==> config.mk <==
export PLATFORM = sky130hd
export DESIGN_NAME = muldiv_sequencer
export DESIGN_NICKNAME = d
export VERILOG_FILES = /design/src/rtl/muldiv_sequencer_pkg.sv /design/src/rtl/muldiv_cycle_counter.sv /design/src/rtl/muldiv_sequencer.sv
export SDC_FILE = /design/constraint.sdc
export NUM_CORES = 1
export LEC_CHECK = 0
export CORE_MARGIN = 2
export CORE_UTILIZATION = 40
export DETAILED_ROUTE_END_ITERATION = 10
export PLACE_DENSITY = 0.68
export SETUP_SLACK_MARGIN = 0.5
export SLEW_MARGIN = 20
export SYNTH_ARGS = -nofsm -noshare
export SYNTH_HDL_FRONTEND = slang
export SYNTH_SLANG_ARGS = --single-unit
==> constraint.sdc <==
create_clock -name clk -period 2.5 [get_ports clk]
set_input_delay 0.5 -clock clk [delete_from_list [all_inputs] [get_ports clk]]
set_output_delay 0.5 -clock clk [all_outputs]
set_load 0.01 [all_outputs]
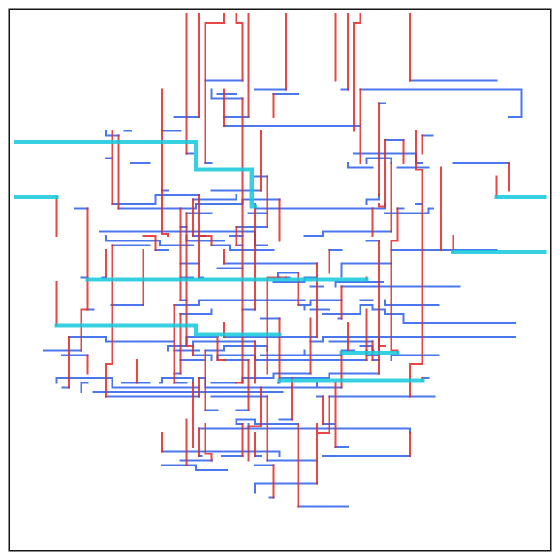
**Above:** wiring by layer.
Key: met1 = blue [wire length 491 um]; met3 = cyan [wire length 88.5 um]; met2 = red [wire length 420 um]
DR vias: 449
GR Util All Layers: 15.4%

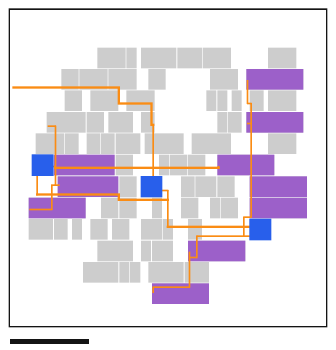
**Above:** clock wires, drivers and flops.
Scale bar: 10 um.
Key: flip-flops = purple [count 10]; cells driving clock nets = blue [count 3]; clock wires = orange [length 148 um]
There are 4 routed clock nets.
clk_lat worst skew: 0.27 ns
clock group total power: 0.000146 W
part of the total power dissipated in the clock network: 36.2%
Post-Route Skew: 0.00114 ns

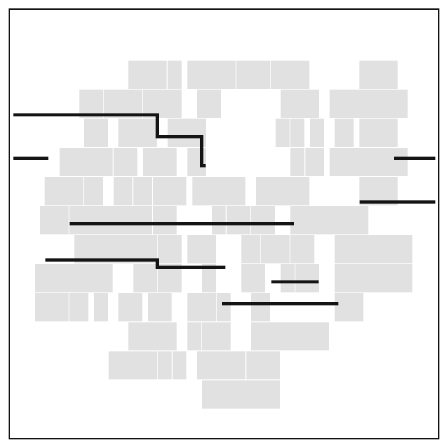
**Above:** met3 routing.
The layer carries 88.5 um of wire. The layer holds 8.9% of the routed length. The longest straight run is 20.7 um. 7 nets have wire on it. The wires run mostly horizontal.
met3 track demand over resource in global routing: 10.0%
total wire length: 999 um

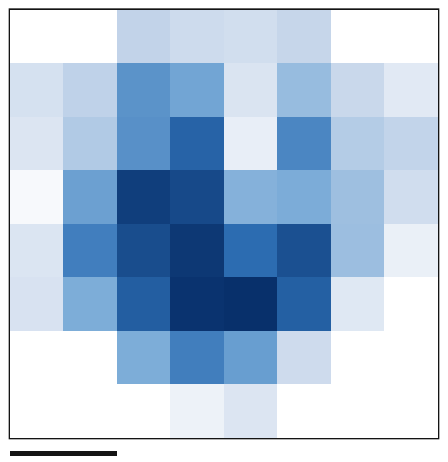
**Above:** wiring heat map.
Scale bar: 10 um. The die is cut into 8 by 8 equal tiles; white is low, dark blue is high, scaled to the fullest tile. Values are wire area over tile area, all layers added.
The fullest tile reaches 0.30. 23% of the tiles are nearly empty. The densest ninth of the die: center. 30% of the tiles are over half the peak.
final routed wire length divided by cell count: 11.1 um

==> reports/summary.rpt <==
====================================================================================
Sequential cell area in the final layout                                   203 sq um
Top comb family, area                                                   simple AND/OR/NAND/NOR gates
Final standard cell utilization of the core                                    60.4%
Simple-gate share of the synthesized area                                      35.1%
Startpoint type of the worst setup path                                     register
Post-Synth AOI/OAI Area                                                        13.2%
Count of cells along the worst hold path                                           2
Most frequently used cell type in the post-synthesis netlist            sky130_fd_sc_hd__dfxtp_1
Share of the cycle needed by the critical path after routing                   76.6%
Total buffers and inverters traversed by the critical path                         1
Area fraction of the dominant cell type after synthesis                        38.5%
Starting density of the core                                                   45.0%
Fa+ha+maj area frac                                                            4.81%
Met2 Resource Use GR                                                           19.0%
Combinational share of cell area                                               42.3%
Power in combinational cells                                             0.0000774 W
Highest metal used                                                              met3
Chip height                                                                  40.1 um
Total congestion overflow after global routing                                     0
Flop2flop setup slack                                                        1.02 ns
Post-cts hold buffer count                                                         0
CTS tree                                                                        done
Leak pwr                                                                    0.289 nW
Kind of cell adding the most delay to the critical path                 buffers and inverters
Proportion of synthesized flip-flops having asynchronous set or reset             0%
Area reported by Yosys stat                                                520 sq um
Slowest stage cell on the critical path                                 sky130_fd_sc_hd__clkdlybuf4s50_1
Antenna viol nets, final                                                           0
Share of cells above drive strength 1                                          14.5%
Tally of clock buffers in the finished layout                                      4
Largest cell class by area                                               logic gates
Cell count after placement                                                        86
Outcome                                                                 complete, no violations
CTS H-Tree Depth                                                                   1
Ys cells                                                                          61
Internal                                                                  0.000297 W
CTS-repair resized insts                                                           4
Root buffer cell                                                        sky130_fd_sc_hd__clkbuf_4
Top cell type by total area after synthesis                             sky130_fd_sc_hd__dfxtp_1
Switching power                                                           0.000106 W
RSZ-0062 raised after global routing                                           false
Main power-consuming group                                              sequential cells
Area inside the core boundary                                             1160 sq um
Pins Over Slew Limit                                                               0
Nets@finish                                                                       85
Non-clock buffers, area share                                                  18.8%
Inserted tap cell count                                                           14
Count of multi-input combinational gates                                          45
Die W                                                                        40.1 um
Number of sinks driven by the clock tree                                          10
Most frequently placed logic cells in the final layout                  sky130_fd_sc_hd__clkdlybuf4s50_1 (11), sky130_fd_sc_hd__dfxtp_1 (8), sky130_fd_sc_hd__nor3_1 (6)
Cell area power density                                                  577 nW/um^2
====================================================================================
Power is estimated from default activity; no workload was simulated.
